## config.mk

```make
export PLATFORM = sky130hd
export DESIGN_NAME = bsearch_ctrl
export DESIGN_NICKNAME = d
export VERILOG_FILES = /design/src/rtl/bsearch_pkg.sv /design/src/rtl/bsearch_ctrl.sv
export SDC_FILE = /design/constraint.sdc
export NUM_CORES = 1
export LEC_CHECK = 0
export ABC_CLOCK_PERIOD_IN_PS = 5400
export CAP_MARGIN = 25
export CORE_MARGIN = 2
export CORE_UTILIZATION = 59
export DETAILED_ROUTE_END_ITERATION = 7
export MAX_ROUTING_LAYER = met4
export PLACE_DENSITY = 0.82
export SLEW_MARGIN = 20
export SYNTH_ARGS = -nofsm -noshare
export SYNTH_HDL_FRONTEND = slang
export SYNTH_SLANG_ARGS = --single-unit
```

## constraint.sdc

```tcl
create_clock -name clk -period 5.4 [get_ports clk]
set_input_delay 1.08 -clock clk [delete_from_list [all_inputs] [get_ports clk]]
set_output_delay 1.08 -clock clk [all_outputs]
set_load 0.02 [all_outputs]
```

## src/rtl/bsearch_pkg.sv

```systemverilog
// Shared types for the binary-search controller: FSM state encoding and
// reset value of the probe operand.
package bsearch_pkg;

   typedef enum logic [1:0] {
      StIdle,
      StProbe,
      StDone
   } state_e;

   localparam int unsigned ProbeRst = 0;

endpackage

```

## src/rtl/bsearch_ctrl.sv

```systemverilog
// Binary-search controller: drives a comparator probe operand and narrows
// [lo, hi] on gt/lt flags until eq, exhaustion or an illegal flag pattern.
module bsearch_ctrl
   import bsearch_pkg::*;
#(
   parameter int unsigned WIDTH  = 4,
   parameter int unsigned ITER_W = 3
) (
   input  logic              clk,
   input  logic              rst,
   input  logic              start,
   input  logic              cmp_gt,
   input  logic              cmp_lt,
   input  logic              cmp_eq,
   output logic [WIDTH-1:0]  probe,
   output logic              busy,
   output logic              done,
   output logic              found,
   output logic              err,
   output logic [WIDTH-1:0]  result,
   output logic [ITER_W-1:0] n_probes
);

   localparam logic [WIDTH:0] One    = (WIDTH+1)'(1);
   localparam logic [WIDTH:0] HiInit = {1'b0, {WIDTH{1'b1}}};

   state_e           state;
   logic [WIDTH:0]   lo, hi;
   logic [WIDTH:0]   lo_nxt, hi_nxt;
   logic [WIDTH:0]   probe_ext;
   logic [WIDTH+1:0] mid_sum;
   logic             exhausted;
   logic [2:0]       flags;

   assign probe_ext = {1'b0, probe};
   assign flags     = {cmp_gt, cmp_lt, cmp_eq};

   // hi wraps to all-ones when probe=0 steps below zero; its MSB marks exhaustion.
   always_comb begin
      lo_nxt = lo;
      hi_nxt = hi;
      if (flags == 3'b100) hi_nxt = probe_ext - One;
      if (flags == 3'b010) lo_nxt = probe_ext + One;
      exhausted = hi_nxt[WIDTH] || (lo_nxt > hi_nxt);
      mid_sum   = {1'b0, lo_nxt} + {1'b0, hi_nxt};
   end

   always_ff @(posedge clk) begin
      if (rst) begin
         state    <= StIdle;
         lo       <= '0;
         hi       <= '0;
         probe    <= WIDTH'(ProbeRst);
         busy     <= 1'b0;
         done     <= 1'b0;
         found    <= 1'b0;
         err      <= 1'b0;
         result   <= '0;
         n_probes <= '0;
      end else begin
         unique case (state)
            StIdle: begin
               if (start) begin
                  state    <= StProbe;
                  lo       <= '0;
                  hi       <= HiInit;
                  probe    <= WIDTH'(HiInit >> 1);
                  busy     <= 1'b1;
                  found    <= 1'b0;
                  err      <= 1'b0;
                  result   <= '0;
                  n_probes <= '0;
               end
            end
            StProbe: begin
               n_probes <= n_probes + ITER_W'(1);
               case (flags)
                  3'b001: begin
                     result <= probe;
                     found  <= 1'b1;
                     state  <= StDone;
                     busy   <= 1'b0;
                     done   <= 1'b1;
                  end
                  3'b100, 3'b010: begin
                     lo <= lo_nxt;
                     hi <= hi_nxt;
                     if (exhausted) begin
                        state <= StDone;
                        busy  <= 1'b0;
                        done  <= 1'b1;
                     end else begin
                        probe <= WIDTH'(mid_sum >> 1);
                     end
                  end
                  default: begin
                     err   <= 1'b1;
                     found <= 1'b0;
                     state <= StDone;
                     busy  <= 1'b0;
                     done  <= 1'b1;
                  end
               endcase
            end
            StDone: begin
               done  <= 1'b0;
               state <= StIdle;
            end
            default: state <= StIdle;
         endcase
      end
   end

endmodule

```

### Wire density map

12 x 12 tiles, from dark blue (low) to red (high), scaled to the fullest tile. Values are wire area over tile area, all layers added.
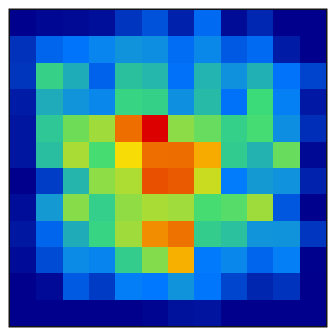
densest ninth of the die: middle
tiles over half the peak: 22%
nearly empty tiles: 15%
fullest tile: 0.67
mean over tiles: 0.21
drt wl/cell: 16.4 um
Detailed Route WL: 4150 um
via count: 1,592

==> impl_metrics.py <==
# Generated from Yosys and OpenROAD reports
metrics = {
    "critical_path": {
        "worstPathMaxFanout": 8,
        "end_kind": "register",
        "crit_path_cell_trace": "clkdlybuf4s50_1, nor3b_2, mux2i_1, inv_1, ha_1, nor4b_1, a21oi_1, o31a_1, a221o_1, a221oi_1",
        "slowest_stage": "clkdlybuf4s50_1",
        "startpoint_type": "primary input",
        "max_stage_delay_ns": 0.59,
        "cp.required_ns": 5.62,
        "crit_arrival_ns": 4.43,
        "crit_type": "primary input to register",
    },
    "pwr": {
        "power_leakage_nw": 0.743,
        "p_per_area_nw_per_um2": 264,
        "finalPower_mw": 0.508,
    },
    "clocking": {
        "cts_tree": "yes",
        "cts_hold_buf": 0,
        "clock_sinks": 27,
        "numCtsBuffers": 3,
        "cts_resized": 0,
        "clock_path_buffers": 2,
        "clk_pin_slew_ns": 0.15,
        "postCtsSetupRepairBufs": 0,
        "clock-root-buffer": "clkbuf_4",
        "clk_latency_ns": 0.32,
    },
    "place": {
        "placed_cells": 249,
        "gp_congestion": 0.949,
        "place_ws_ns": 0.927,
        "hpwlAfterDp_um": 3060,
        "portBuffers": 20,
        "postPlaceCellArea_um2": 1900,
    },
    "layout": {
        "syn2layout_area_growth_pct": 13.8,
        "insertedDiodeCount": 0,
        "final_cell_mix": "dfxtp_1 (27), nor2_1 (22), a21oi_1 (21), clkdlybuf4s50_1 (20), inv_1 (17)",
        "fin_nets": 245,
        "postLayoutCellArea_um2": 1920,
        "final_layout_size_suffix_gt1_frac": 0.0405,
        "final_core_util": 0.704,
        "stdcell_count": 253,
        "lay_top_count": "dfxtp_1",
    },
    "timing": {
        "rsz0062_at_grt": "false",
        "fin_crit_ns": 4.21,
        "final.setup.tns_ns": 0,
        "fmax_mhz": 237,
        "hold_viol_final": 0,
        "max_slew_margin": 0.367,
        "fin_ws_ns": 1.19,
        "whs_ns": 0.469,
        "finalSetupViolCount": 0,
        "finalMaxSlewViolations": 0,
        "skew_ns": 0.00870,
    },
    "yosys": {
        "ys_cells": 206,
        "fp_nets": 228,
        "mux_area_frac": 0.0251,
        "synth-async-reset-ratio": 0,
        "syn_avg_cell_area_um2": 8.21,
        "simple_gate_share": 0.212,
        "ys.flop_type": "dfxtp_1",
        "ys_sh_aoi": 0.214,
        "syn_inst": 206,
        "synth-xor-area-share": 0.0466,
        "edf_count": 0,
        "ys_area_um2": 1690,
        "ys.flops": 27,
        "fa_ha_area_frac": 0.123,
        "ys_seq_frac": 0.320,
    },
    "flow_run": {
        "warnings": 32,
        "maxCapViolCount": 0,
    },
    "die": {
        "die_h_um": 57.5,
        "row_count": 19,
        "initCoreUtil": 0.619,
        "die_x_um": 57.5,
        "fp.coreArea_um2": 2730,
        "num_io_pins": 21,
    },
    "global_routing": {
        "grt_pass1_vias": 1657,
        "grt-ovfl-total": 0,
        "grt_max_degree": 26,
        "grt_pass1_wl_um": 7270,
        "antenna_found_initial": 0,
    },
    "hold_path": {
        "min_path_type": "register to register",
    },
    "routing": {
        "drc_errors": 0,
        "drt-pass1-iter-count": 4,
        "ant_nets": 0,
        "drt-initial-drc-count": 82,
        "viasPerCell": 6.29,
    },
    "status": {
        "status": "finished clean",
    },
}
### Placed cells, one color a class

Fill, decap, tap and diode cells in gray.
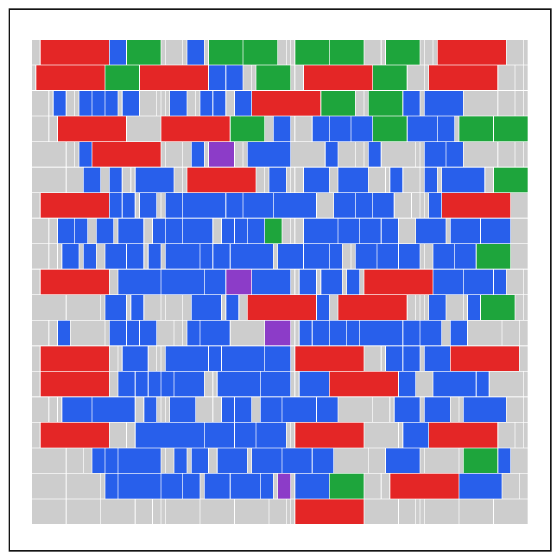
[green] remaining buffers and delay cells | cells: 21
[red] registers | cells: 27
[blue] remaining logic cells | cells: 170
[purple] clock drivers and dummy loads | cells: 4

[flip-flops by register name, summed over array words and instances, names as in the netlist]
register,count
found,1
busy,1
result,4
lo,5
done,1
hi,5
probe,4
state,2
n_probes,3
err,1
[power breakdown]
group	internal (mW)	switching (mW)
clock	0.0289	0.0589
combinational	0.0782	0.109
sequential	0.216	0.0165
[final timing paths]
check | start | slack, ns | endpoint | cells past startpoint
max reg2reg | probe[0] | 2.10 | probe[1] | 10
min reg2reg | result[0] | 0.47 | result[0] | 2
max | cmp_lt | 1.19 | probe[1] | 10
min | result[0] | 0.47 | result[0] | 2
[Yosys cell counts (3+ instances only)]
library cell / n / area, um2
nor3_1: 8 / 40.0
nand2b_1: 6 / 37.5
and3_1: 3 / 18.8
clkbuf_1: 6 / 22.5
dfxtp_1: 27 / 541
nand3_1: 6 / 30.0
nor2_1: 22 / 82.6
a221oi_1: 4 / 35.0
ha_1: 15 / 188
nand2_1: 9 / 33.8
nor2b_1: 5 / 31.3
xnor2_1: 7 / 61.3
o21ai_0: 6 / 30.0
inv_1: 17 / 63.8
buf_2: 3 / 15.0
a211oi_1: 4 / 30.0
a21oi_1: 21 / 105
[per-layer routing]
metal,wire (um),part of all wire,GRT usage,vias to the layer above
li1,-,-,-,761
met1,1630,0.39,0.339,741
met2,2120,0.51,0.468,72
met3,266,0.064,0.0431,18
met4,131,0.032,0.153,0
met5,0,0,-,-
[layout make-up]
type	instances	area, um2
multi-input combinational	153	1050
fill	227	810
sequential	27	541
timing repair buffer	21	205
inverter	17	63.8
tap	31	38.8
clock buffer	4	26.3
[critical path: cells and delay by family]
kind	cells	cell delay [ns]
AOI/OAI and AO/OA	4	1.10
and+or+nand+nor	2	0.77
buffers and inverters	2	0.72
muxes	1	0.42
adders and majority gates	1	0.34
Power figures rest on the tool's default switching activity, not on a simulated workload.
